### src/rtl/fb_write_scheduler.sv
// fb_write_scheduler: arbitrates the frame-buffer write port between a CPU store FIFO and a clear/fill engine
// Optional feature: define BLANK_ONLY_WRITE_EN to issue writes only while the scan is outside the 512x256 area.
// Ports: clk, reset_n (async, active-low); cpu_we/cpu_addr/cpu_data in, cpu_ready out (FIFO not full);
//   clear_start/clear_pattern in, clear_busy/clear_done out; vga_h/vga_v scan position in;
//   fb_write_address/fb_data_in/fb_load registered write port out; fifo_level FIFO occupancy out.
module fb_write_scheduler #(
  parameter int ADDR_W  = 13,
  parameter int WORDS   = 8192,
  parameter int FIFO_AW = 2
) (
  input  logic              clk,
  input  logic              reset_n,
  input  logic              cpu_we,
  input  logic [ADDR_W-1:0] cpu_addr,
  input  logic [15:0]       cpu_data,
  output logic              cpu_ready,
  input  logic              clear_start,
  input  logic [15:0]       clear_pattern,
  output logic              clear_busy,
  output logic              clear_done,
  input  logic [10:0]       vga_h,
  input  logic [10:0]       vga_v,
  output logic [ADDR_W-1:0] fb_write_address,
  output logic [15:0]       fb_data_in,
  output logic              fb_load,
  output logic [FIFO_AW:0]  fifo_level
);
  localparam int DEPTH = 1 << FIFO_AW;
  typedef enum logic {IDLE, CLEAR} state_t;
  state_t state_q, state_d;
  logic [ADDR_W:0] cnt_q, cnt_d;
  logic [15:0] pat_q, pat_d, data_q, data_d;
  logic [ADDR_W-1:0] addr_q, addr_d;
  logic load_q, load_d, done_q, done_d;
  logic [ADDR_W-1:0] mem_addr [DEPTH];
  logic [15:0] mem_data [DEPTH];
  logic [FIFO_AW-1:0] wptr_q, rptr_q;
  logic [FIFO_AW:0] level_q;
  logic slot, push, pop, clr_issue, last;
`ifdef BLANK_ONLY_WRITE_EN
  assign slot = (vga_h > 11'd511) || (vga_v > 11'd255);
`else
  logic unused_vga;
  assign unused_vga = ^{vga_h, vga_v};
  assign slot = 1'b1;
`endif
  assign cpu_ready = level_q != (FIFO_AW+1)'(DEPTH);
  assign push = cpu_we && cpu_ready;
  assign last = cnt_q == (ADDR_W+1)'(WORDS - 1);
  assign fb_write_address = addr_q;
  assign fb_data_in = data_q;
  assign fb_load = load_q;
  assign clear_done = done_q;
  assign fifo_level = level_q;
  always_ff @(posedge clk or negedge reset_n) begin
    if (!reset_n) state_q <= IDLE;
    else state_q <= state_d;
  end
  always_comb begin
    state_d = state_q;
    if (state_q == IDLE && clear_start) state_d = CLEAR;
    if (state_q == CLEAR && slot && last) state_d = IDLE;
  end
  // The clear engine owns every slot while active; the CPU FIFO only drains in IDLE.
  always_comb begin
    clear_busy = state_q == CLEAR;
    clr_issue = clear_busy && slot;
    pop = !clear_busy && slot && level_q != '0;
    load_d = clr_issue || pop;
    addr_d = clr_issue ? cnt_q[ADDR_W-1:0] : pop ? mem_addr[rptr_q] : addr_q;
    data_d = clr_issue ? pat_q : pop ? mem_data[rptr_q] : data_q;
    done_d = clr_issue && last;
    cnt_d = clr_issue ? cnt_q + (ADDR_W+1)'(1) : clear_busy ? cnt_q : '0;
    pat_d = (!clear_busy && clear_start) ? clear_pattern : pat_q;
  end
  always_ff @(posedge clk or negedge reset_n) begin
    if (!reset_n) begin
      cnt_q <= '0;
      pat_q <= '0;
      addr_q <= '0;
      data_q <= '0;
      load_q <= 1'b0;
      done_q <= 1'b0;
      wptr_q <= '0;
      rptr_q <= '0;
      level_q <= '0;
    end else begin
      cnt_q <= cnt_d;
      pat_q <= pat_d;
      addr_q <= addr_d;
      data_q <= data_d;
      load_q <= load_d;
      done_q <= done_d;
      wptr_q <= wptr_q + FIFO_AW'(push);
      rptr_q <= rptr_q + FIFO_AW'(pop);
      level_q <= level_q + (FIFO_AW+1)'(push) - (FIFO_AW+1)'(pop);
    end
  end
  always_ff @(posedge clk) begin
    if (push) begin
      mem_addr[wptr_q] <= cpu_addr;
      mem_data[wptr_q] <= cpu_data;
    end
  end
endmodule

### config.mk
export PLATFORM = sky130hd
export DESIGN_NAME = fb_write_scheduler
export DESIGN_NICKNAME = d
export VERILOG_FILES = /design/src/rtl/fb_write_scheduler.sv
export SDC_FILE = /design/constraint.sdc
export NUM_CORES = 1
export LEC_CHECK = 0
export CAP_MARGIN = 20
export CORE_MARGIN = 10
export CORE_UTILIZATION = 30
export CTS_BUF_LIST = sky130_fd_sc_hd__clkbuf_8
export CTS_CLUSTER_SIZE = 8
export DETAILED_ROUTE_END_ITERATION = 6
export GPL_TIMING_DRIVEN = 0
export PLACE_DENSITY_LB_ADDON = 0.2
export SYNTH_ARGS = -nofsm -noshare
export SYNTH_HDL_FRONTEND = slang
export SYNTH_SLANG_ARGS = --single-unit
### constraint.sdc
create_clock -name clk -period 10.35 [get_ports clk]
set_input_delay 2.07 -clock clk [delete_from_list [all_inputs] [get_ports clk]]
set_output_delay 2.07 -clock clk [all_outputs]
set_load 0.05 [all_outputs]
Fig. 1: run 1, register map, names as in the netlist
Scale: 3 px per um. Other sequential cells in the stronger gray, the rest of the logic in the fainter gray.
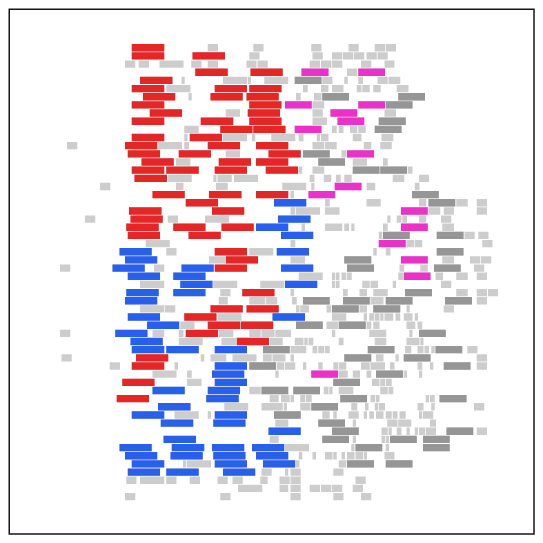
- blue: mem_addr (placed flops 52)
- magenta: fb_data_in (placed flops 16)
- red: mem_data (placed flops 64)

Fig. 2: run 1, layout detail
Window x 118 to 143, y 118 to 143 um. Cells in gray, sequential cells in the stronger gray; small squares are vias.
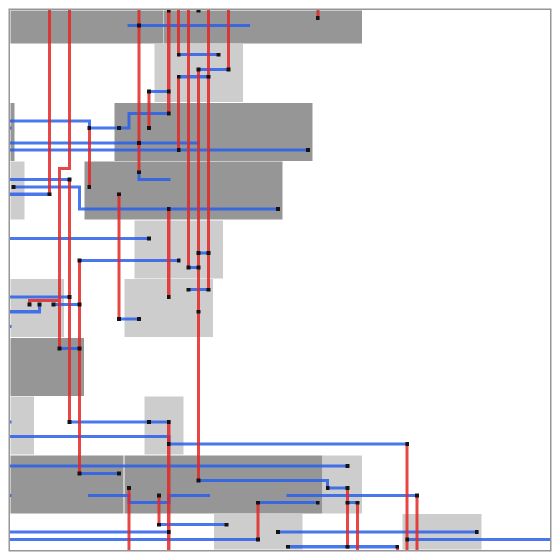
- blue: M1
- red: M2
- cells with their middle in the window: 14
- most frequent: dfrtp_1 (6), mux2_2 (4), buf_2 (2)
- netlist names of flops here include: pat_q (5), fb_data_in (1)
- sequential cells in the window: 6

Fig. 3: run 1, track usage over the die
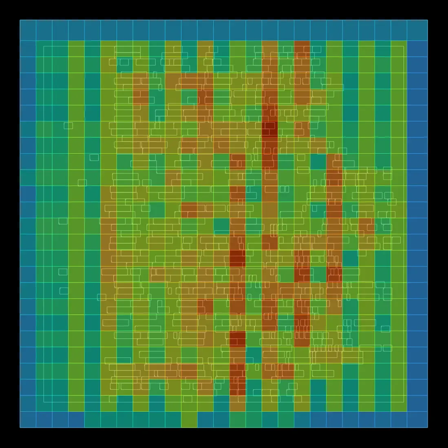
Most Crowded Layer GR: met2
mean routed wirelength per cell: 18.3 um
met3 Track Usage GR: 3.47%
Core Util, Final: 38.0%

Fig. 4: run 1, the metal 1 layer
Scale: 1.5 px per um.
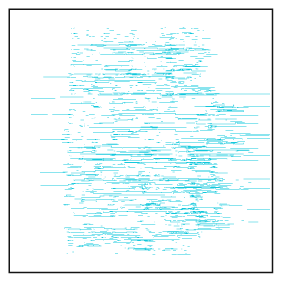
- wire length on this layer: 6910 um
- share of all routed wire: 43%

==> run_results.csv, run 1 <==
group,metric,value,unit
worst_setup_path,slowest_delay,0.72,ns
routing,drt_pass1_iterations,4,
worst_setup_path,endpoint,"cpu_ready",
logic_synthesis,synth.top_cells.by_count,"116 x edfxtp_1, 69 x dfrtp_1, 37 x inv_1",
logic_synthesis,synthAdderAreaFrac,0.804,%
logic_synthesis,top_cell,"edfxtp_1",
clock_tree,hold_buffers,0,
logic_synthesis,edf_count,116,
grt,grt_pass1_wl,25000,um
die,fp_util,30.5,%
sta,max_freq,237,MHz
logic_synthesis,synth_top_cell_by_area,"edfxtp_1",
clock_tree,cts_setup_buffers,0,
logic_synthesis,synth-xor-area-share,1.10,%
logic_synthesis,synthAoiAreaFrac,5.21,%
logic_synthesis,avgSynthCellArea,16.9,um2
worst_setup_path,r2r_slack,7.94,ns
logic_synthesis,logic_family,"multiplexers",
clock_tree,cts_root_buf,"clkbuf_8",
sta,tns,0,ns
status,status,"completed",
hold_path,min_from,"fb_data_in[13]",
placed_design,portBuffers,84,
placed_design,hpwl,11700,um
clock_tree,numCtsBuffers,17,
logic_synthesis,synthCells,424,
logic_synthesis,syn-num-nets,499,
worst_setup_path,critPathLaunchType,"flip-flop",
final_layout,nets,611,
final_layout,final_area,8910,um2
clock_tree,cts_num_sinks,185,
logic_synthesis,ys_cells,424,
worst_setup_path,reg2reg_from,"fifo_level[1]",
final_layout,stdcell_count,870,
logic_synthesis,mux_share,12.3,%
grt,grt_pass1_vias,4297,
placed_design,gp_congestion,0.777,
worst_setup_path,crit_path_start,"fifo_level[1]",
sta,min_period,4.22,ns
final_layout,drive_gt1_share,19.5,%
logic_synthesis,synthArstFlopShare,37.3,%
die,rows,56,
sta,setup_ws,6.13,ns
run 1: tightest hold or removal path, stage by stage, from the launching register on:
cell and delay, ns:
dfrtp_1 0.35, a22oi_1 0.06, o21ai_0 0.07
run 1: per-layer routing:
layer / GRT usage (%) / share of wire (%)
met5: 0 / 0.056
met4: 3.71 / 1.5
met3: 3.47 / 5.3
met2: 17.6 / 50
met1: 13.1 / 43
run 1: worst min-delay path by stage:
stage | to | slack, ns | cells after the start
6_report | fb_data_in[13] | 0.51 | 2
5_1_grt | pat_q[13] | 0.55 | 1
4_1_cts | cnt_q[0] | 0.51 | 1
2_1_floorplan | cnt_q[0] | 0.46 | 1
3_3_place_gp | pat_q[8] | 0.49 | 1
3_5_place_dp | cnt_q[0] | 0.49 | 1
run 1: where the power goes:
group | leakage (nW) | internal, mW | switching, mW
combinational | 1.15 | 0.209 | 0.297
clock | 0.195 | 0.183 | 0.270
sequential | 1.92 | 0.939 | 0.0736
total | 3.27 | 1.33 | 0.641
run 1: registers in the layout, summed over array words and instances (netlist names):
signal and count:
fb_write_address 13, clear_done 1, mem_addr 52, fifo_level 3, pat_q 16, rptr_q 2, clear_busy 1, mem_data 64
fb_data_in 16, cnt_q 14, fb_load 1, wptr_q 2
run 1: layout make-up:
class / instances / share of cell area, %
flip-flops and latches: 185 / 58.5
plain buffers: 20 / 1.09
clock buffers: 18 / 2.78
well taps: 319 / 4.48
repair buffers: 93 / 10.8
multi-input cells: 182 / 19.3
clock inverters: 14 / 1.49
inverters: 37 / 1.56
diodes: 2 / 0.0561
Fig. 5: run 1, gate families picked out
Scale: 1.5 px per um.
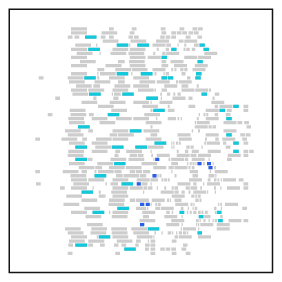

## Run 2: what changed since run 1
- clock period: 10.35 -> 3.6 ns (I/O delays scaled with it)
Fig. 6: run 2, gate families picked out
Scale: 1.5 px per um.
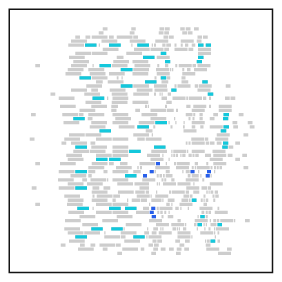
- blue: xor and xnor cells (cells 9; most used xnor2_1)
- cyan: mux cells (cells 50; most used mux4_2)

==> run_results.csv, run 2 <==
group,metric,value,unit
final_layout,final_util,38.0,%
clock_tree,numCtsBuffers,17,
routing,drt_pass1_iterations,4,
final_layout,largest-register,"mem_data",
grt,grt_pass1_wl,25500,um
routing,top_layer_used,"met5",
placed_design,portBuffers,84,
logic_synthesis,ys_cells,424,
clock_tree,cts_num_sinks,185,
logic_synthesis,avgSynthCellArea,16.9,um2
grt,grt_pass1_vias,4252,
final_layout,top_regs,"mem_data: 64 flops, mem_addr: 52 flops",
worst_setup_path,endpoint,"cpu_ready",
final_layout,diodes,0,
placed_design,hpwl,11400,um
placed_design,gp_congestion,0.766,
die,rows,56,
worst_setup_path,slowest_delay,0.72,ns
logic_synthesis,synth.top_cells.by_count,"116 x edfxtp_1, 69 x dfrtp_1, 37 x inv_1",
status,status,"completed",
routing,met1_length,7060,um
final_layout,nets,607,
sta,min_period,2.88,ns
sta,max_freq,348,MHz
worst_setup_path,r2r_slack,1.16,ns
logic_synthesis,syn-num-nets,499,
[run 2: through the flow]
step	cell area (um2)	total power [mW]	hold slack [ns]
2_1_floorplan	7170	3.81	0.424
3_3_place_gp	8410	4.34	0.491
3_5_place_dp	8530	4.46	0.497
4_1_cts	8920	5.82	0.384
5_1_grt	8920	6.06	0.417
6_report	8920	5.74	0.374
[run 2: layout make-up]
type	instances	area (um2)	share of cell area (%)
buffer	20	97.6	1.09
clock buffer	17	234	2.62
clock inverter	15	155	1.74
inverter	37	139	1.56
multi-input combinational	182	1740	19.5
sequential	185	5210	58.4
tap	319	399	4.48
timing repair buffer	89	938	10.5
[run 2: power by group]
part,switching [mW],total [mW],internal [mW]
clock,0.787,1.36,0.577
sequential,0.225,2.93,2.70
combinational,0.844,1.45,0.602
[run 2: cells by family after synthesis]
family	count (synthesis)	share of synthesized area, %
XOR/XNOR	9	1.10
adder cells (fa/ha/maj)	4	0.805
multiplexers	50	12.3
buffers and inverters	57	3.31
AND-OR/OR-AND	59	5.21
AND/OR/NAND/NOR	60	4.41
flip-flops	185	72.8
[run 2: worst reg2reg max path: stages, from the launching register on]
cell	delay, ns
dfrtp_1	0.48
or3b_2	0.51
nand2_1	0.32
xnor2_1	0.18
ha_1	0.16
inv_1	0.05
fa_1	0.37
xnor2_1	0.15
xnor2_1	0.13
[run 2: layer usage]
| metal | vias to the layer above | global-route usage, % |
|---|---|---|
| met5 | - | 0 |
| met4 | 4 | 3.78 |
| met3 | 17 | 3.42 |
| met2 | 77 | 17.1 |
| met1 | 1979 | 14.0 |
| li1 | 1806 | - |
No activity file was given, so power comes from the tool's default toggle rates.
